Run 1, sequential cells colored by netlist name:
Other sequential cells in the stronger gray, the rest of the logic in the fainter gray.
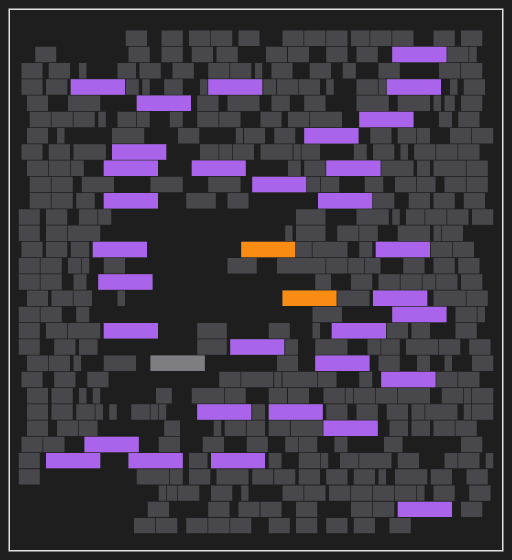
Run 1, clock distribution:
Bar = 20 um.
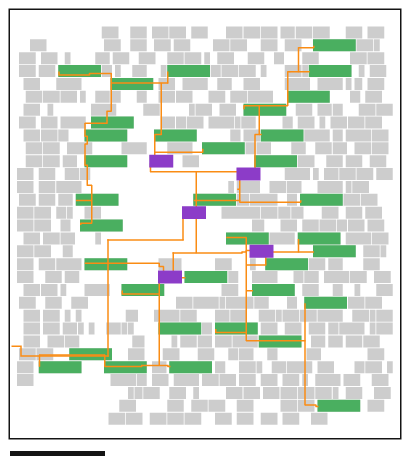
Run 1, cell classes on the final placement:
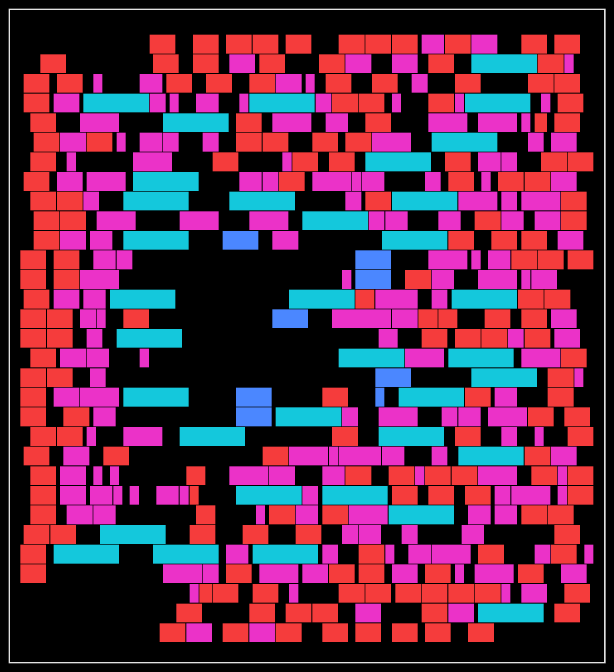
Run 1, gate-type map:
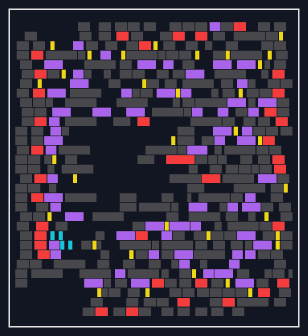
## src/rtl/mux_n_reg_if.sv

```systemverilog
// Bus bundle for mux_n_reg: source-side data/control and the registered results.
// The master modport belongs to the driving controller; the slave modport belongs to the mux.
interface mux_n_reg_if #(
   parameter int WIDTH = 32,
   parameter int N_IN  = 4,
   parameter int SEL_W = 2
);
   logic [N_IN*WIDTH-1:0] data_in;
   logic [SEL_W-1:0]      sel;
   logic                  sel_load;
   logic                  out_en;
   logic                  err_clr;
   logic [WIDTH-1:0]      out;
   logic [SEL_W-1:0]      sel_q;
   logic                  out_valid;
   logic                  sel_err;

   modport master (
      output data_in, sel, sel_load, out_en, err_clr,
      input  out, sel_q, out_valid, sel_err
   );

   modport slave (
      input  data_in, sel, sel_load, out_en, err_clr,
      output out, sel_q, out_valid, sel_err
   );
endinterface

```

## src/rtl/mux_n_reg.sv

```systemverilog
// Registered N:1 selector with a latched select, a bypass on select load, a valid pulse
// and a sticky flag for captures attempted with an out-of-range select.
module mux_n_reg #(
   parameter int               WIDTH     = 32,
   parameter int               N_IN      = 4,
   parameter int               SEL_W     = 2,
   parameter logic [WIDTH-1:0] RESET_VAL = '0
) (
   input logic        clk,
   input logic        reset,
   mux_n_reg_if.slave bus
);

   if (N_IN < 2 || N_IN > 16 || SEL_W < $clog2(N_IN)) begin : g_cfg_err
      $error("mux_n_reg: illegal N_IN/SEL_W combination");
   end

   logic [SEL_W-1:0] r_sel_q;
   logic [WIDTH-1:0] r_out;
   logic             r_out_valid;
   logic             r_sel_err;

   logic [SEL_W-1:0] w_eff_sel;
   logic             w_legal;
   logic [WIDTH-1:0] w_sel_data;
   logic             w_capture;
   logic             w_illegal;

   // A select being loaded this cycle is used immediately, not only from the next edge.
   always_comb begin
      w_eff_sel  = bus.sel_load ? bus.sel : r_sel_q;
      w_legal    = (32'(w_eff_sel) < 32'(N_IN));
      w_sel_data = '0;
      for (int unsigned k = 0; k < N_IN; k++) begin
         if (w_eff_sel == SEL_W'(k)) begin
            w_sel_data = bus.data_in[k*WIDTH +: WIDTH];
         end
      end
      w_capture  = bus.out_en && w_legal;
      w_illegal  = bus.out_en && !w_legal;
   end

   always_ff @(posedge clk or posedge reset) begin
      if (reset) begin
         r_out       <= RESET_VAL;
         r_sel_q     <= '0;
         r_out_valid <= 1'b0;
         r_sel_err   <= 1'b0;
      end else begin
         if (bus.sel_load) begin
            r_sel_q <= bus.sel;
         end
         if (w_capture) begin
            r_out <= w_sel_data;
         end
         r_out_valid <= w_capture;
         // A new illegal capture outranks a simultaneous clear.
         if (w_illegal) begin
            r_sel_err <= 1'b1;
         end else if (bus.err_clr) begin
            r_sel_err <= 1'b0;
         end
      end
   end

   assign bus.out       = r_out;
   assign bus.sel_q     = r_sel_q;
   assign bus.out_valid = r_out_valid;
   assign bus.sel_err   = r_sel_err;

endmodule

```

## src/flat_wrapper.sv

```systemverilog
// flat-port wrapper written by rule: the top's interface ports become plain ports
module mux_n_reg_flat 
#(
   parameter int               WIDTH     = 32,
   parameter int               N_IN      = 4,
   parameter int               SEL_W     = 2,
   parameter logic [WIDTH-1:0] RESET_VAL = '0
)
  (clk, reset, bus_data_in, bus_sel, bus_sel_load, bus_out_en, bus_err_clr, bus_out, bus_sel_q, bus_out_valid, bus_sel_err);
  mux_n_reg_if #(.WIDTH(WIDTH), .N_IN(N_IN), .SEL_W(SEL_W)) bus_i ();
  input logic clk;
  input logic reset;
  input wire logic [$bits(bus_i.data_in)-1:0] bus_data_in;
  input wire logic [$bits(bus_i.sel)-1:0] bus_sel;
  input wire logic [$bits(bus_i.sel_load)-1:0] bus_sel_load;
  input wire logic [$bits(bus_i.out_en)-1:0] bus_out_en;
  input wire logic [$bits(bus_i.err_clr)-1:0] bus_err_clr;
  output wire logic [$bits(bus_i.out)-1:0] bus_out;
  output wire logic [$bits(bus_i.sel_q)-1:0] bus_sel_q;
  output wire logic [$bits(bus_i.out_valid)-1:0] bus_out_valid;
  output wire logic [$bits(bus_i.sel_err)-1:0] bus_sel_err;
  assign bus_i.data_in = bus_data_in;
  assign bus_i.sel = bus_sel;
  assign bus_i.sel_load = bus_sel_load;
  assign bus_i.out_en = bus_out_en;
  assign bus_i.err_clr = bus_err_clr;
  assign bus_out = bus_i.out;
  assign bus_sel_q = bus_i.sel_q;
  assign bus_out_valid = bus_i.out_valid;
  assign bus_sel_err = bus_i.sel_err;
  mux_n_reg #(.WIDTH(WIDTH), .N_IN(N_IN), .SEL_W(SEL_W), .RESET_VAL(RESET_VAL)) u_core (.clk(clk), .reset(reset), .bus(bus_i));
endmodule
```

## config.mk

```make
export PLATFORM = sky130hd
export DESIGN_NAME = mux_n_reg_flat
export DESIGN_NICKNAME = d
export VERILOG_FILES = /design/src/rtl/mux_n_reg_if.sv /design/src/rtl/mux_n_reg.sv /design/src/flat_wrapper.sv
export SDC_FILE = /design/constraint.sdc
export NUM_CORES = 1
export LEC_CHECK = 0
export CORE_ASPECT_RATIO = 1.1
export CORE_MARGIN = 1
export CORE_UTILIZATION = 35
export CTS_CLUSTER_DIAMETER = 60
export CTS_CLUSTER_SIZE = 20
export DETAILED_ROUTE_END_ITERATION = 10
export PLACE_DENSITY = 0.9
export RECOVER_POWER = 100
export SLEW_MARGIN = 20
export SYNTH_ARGS = -nofsm -noshare
export SYNTH_HDL_FRONTEND = slang
export SYNTH_SLANG_ARGS = --single-unit
```

## constraint.sdc

```tcl
create_clock -name clk -period 3 [get_ports clk]
set_clock_uncertainty 0.1 [all_clocks]
set_input_delay 0.6 -clock clk [delete_from_list [all_inputs] [get_ports clk]]
set_output_delay 0.6 -clock clk [all_outputs]
set_load 0.02 [all_outputs]
```

==> results.toml, run 1 <==
# yosys + openroad results
[grt]
grt_util_all_layers_pct = 22.5
grt_pass1_vias = 2615
grt_use_met3_pct = 4.65
grt_util_met2_pct = 40.1

[layout]
final_cell_mix = "clkdlybuf4s50_1, dlygate4sd3_1, dfrtp_1"
final_common_cell = "clkdlybuf4s50_1"

[die]
ioPinCount = 171

[synthesis]
yosysTopAreaCell = "dfrtp_1"
post_synthesis_async_set_or_reset_flop_share_pct = 100
synthMostInstantiatedCell = "dfrtp_1"
yosys_area_mm2 = 0.00249
yosys-mux-area-fraction_pct = 14.8

[power]
pg_clk_uw = 372
post-layout-total-power_mw = 1.73

[status]
status = "finished, final reports clean"

[critical_path]
ff2ff_setup_slack_ns = 1.13
worstSetupStartpointType = "input pin"
critical-path-slowest-cell = "inv_2"

[sta]
slew_headroom_pct = 17.6
fin_tns_setup_ns = 0
final_slew_viol_count = 0

[route]
average_wire_length_per_cell_after_detail_routing_um = 17.3
met3RoutedLength_um = 707
drt-total-wl_um = 8130

[clock_network]
htree_levels = 2
## Picture notes: 'sequential cells colored by netlist name'
| color | name in the netlist | flops |
|---|---|---|
| purple | u_core.bus.out | 32 |
| orange | u_core.bus.sel_q | 2 |

## Picture notes: 'clock distribution'
[orange] clock wires | length: 489 um
[purple] clock drivers | count: 5
[green] flip-flops | count: 35
routed clock nets: 6

## Picture notes: 'cell classes on the final placement'
| color | class | cells |
|---|---|---|
| magenta | combinational and other logic | 170 |
| cyan | sequential cells | 35 |
| red | remaining buffers and delay cells | 175 |
| blue | clock drivers and dummy loads | 8 |

## Picture notes: 'gate-type map'
| color | family | cells | where |
|---|---|---|---|
| yellow | inv cells | 33 | widely spread |
| red | mux cells | 36 | widely spread |
| cyan | nand cells | 4 | south-west |
| purple | aoi and oai cells | 63 | widely spread |

--- run 2 (diff from run 1) ---
--- a/config.mk
+++ b/config.mk
@@ -11,7 +11,7 @@
 export CTS_CLUSTER_DIAMETER = 60
 export CTS_CLUSTER_SIZE = 20
 export DETAILED_ROUTE_END_ITERATION = 10
-export PLACE_DENSITY = 0.9
+export PLACE_DENSITY_LB_ADDON = 0.25
 export RECOVER_POWER = 100
 export SLEW_MARGIN = 20
 export SYNTH_ARGS = -nofsm -noshare
==> run 2 against run 1 <==
- non-clock buffer count fell by 1
- flip-flop count is the same
- wire length decreased by 1.7%
- global-route usage shrank 0.31 points
- combinational power barely moved
- synthesized cell count unchanged
- via count is 0.44% higher
- worst hold slack got worse by 0.0091 ns
- die area did not move
- largest cell class unchanged
- highest routed layer unchanged
==> results.toml, run 2 <==
# yosys + openroad results
[critical_path]
critical-path-slowest-cell = "inv_2"
ff2ff_setup_slack_ns = 1.11
worstSetupStartpointType = "input pin"
reg2reg_to = "u_core.bus.out[25]"

[sta]
fin_tns_setup_ns = 0
final_slew_viol_count = 0
slew_headroom_pct = 22.7
finalClockPeriodUsage_pct = 85.9

[die]
ioPinCount = 171

[power]
post-layout-total-power_mw = 1.67
pg_clk_uw = 314
top_power_group = "combinational logic"

[route]
average_wire_length_per_cell_after_detail_routing_um = 17.1
drt-total-wl_um = 7990
met3RoutedLength_um = 834

[synthesis]
post_synthesis_async_set_or_reset_flop_share_pct = 100
yosysTopAreaCell = "dfrtp_1"
yosys_area_mm2 = 0.00249
synthMostInstantiatedCell = "dfrtp_1"
yosys-mux-area-fraction_pct = 14.8

[grt]
grt_util_all_layers_pct = 22.2
grt_util_met2_pct = 38.6

[layout]
antennaDiodeCount = 0
final_common_cell = "clkdlybuf4s50_1"
final_cell_mix = "clkdlybuf4s50_1, dlygate4sd3_1, dfrtp_1"

[status]
status = "finished, final reports clean"
Run 2, clock distribution:
Bar = 20 um.
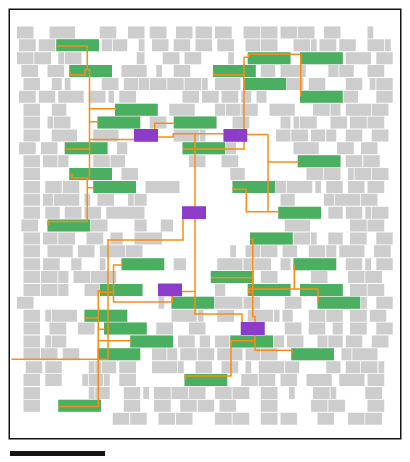
[green] flip-flops | count: 35
[purple] clock drivers | count: 5
[orange] clock wires | length: 510 um
routed clock nets: 6

--- run 3 (diff from run 2) ---
--- a/config.mk
+++ b/config.mk
@@ -11,6 +11,7 @@
 export CTS_CLUSTER_DIAMETER = 60
 export CTS_CLUSTER_SIZE = 20
 export DETAILED_ROUTE_END_ITERATION = 10
+export GPL_TIMING_DRIVEN = 0
 export PLACE_DENSITY_LB_ADDON = 0.25
 export RECOVER_POWER = 100
 export SLEW_MARGIN = 20
==> run 3 against run 2 <==
- first-iteration DRC count shrank 27%
- worst hold slack is essentially flat
- global-route usage grew 0.92 points
- cell area grew 2.2%
- largest cell class unchanged
==> results.toml, run 3 <==
# yosys + openroad results
[grt]
grt_util_all_layers_pct = 23.1
grt_pass1_vias = 2642
grt_util_met2_pct = 39.6
grt_overflow_total = 0

[route]
vias = 2517
met3RoutedLength_um = 927
average_wire_length_per_cell_after_detail_routing_um = 17.1
met2RoutedLength_um = 4060
drc_violations_left = 0
drt_pass1_iterations = 5
drt-total-wl_um = 8340

[layout]
final_cell_mix = "clkdlybuf4s50_1, dlygate4sd3_1, mux2i_1, dfrtp_1, inv_1"
drive_gt1_share_pct = 14.3
design.final.nets = 540
antennaDiodeCount = 0

[critical_path]
r2r-start = "u_core.bus.sel_q[0]"
worstSetupStartpointType = "input pin"
critical-path-slowest-cell = "dlygate4sd3_1"
reg2reg_to = "u_core.bus.out[20]"
critPathBufInv = 4
critical_path_cell_count = 6
ff2ff_setup_slack_ns = 1.16

[synthesis]
ys_types = 21
syn-instance-count = 229
xor_share_pct = 0
post_synthesis_async_set_or_reset_flop_share_pct = 100
synthMostInstantiatedCell = "dfrtp_1"
yosys-mux-area-fraction_pct = 14.8
yosysTopAreaCell = "dfrtp_1"
mappedNetlistArea_mm2 = 0.00249
yosys_area_mm2 = 0.00249

[power]
top_power_group = "combinational logic"
pg_clk_uw = 381

[sta]
finalClockPeriodUsage_pct = 85.1
fin_tns_setup_ns = 0
final_slew_viol_count = 0
worst_hold_slack_ns = 0.403
slew_headroom_pct = 26.2

[placement]
gp_congestion = 0.785

[die]
core_util_floorplan_pct = 37.1
ioPinCount = 171

[status]
status = "finished, final reports clean"

[clock_network]
htree_levels = 2
post_cts.repair.setup_buffers = 0
Run 3, clock distribution:
Bar = 20 um.
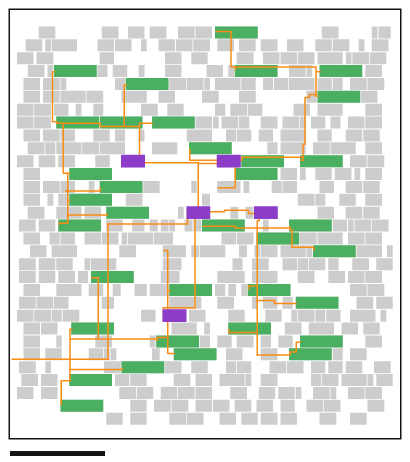
[purple] clock drivers | count: 5
[orange] clock wires | length: 509 um
[green] flip-flops | count: 35
routed clock nets: 6
flops lie: widely spread

Power figures rest on the tool's default switching activity, not on a simulated workload.
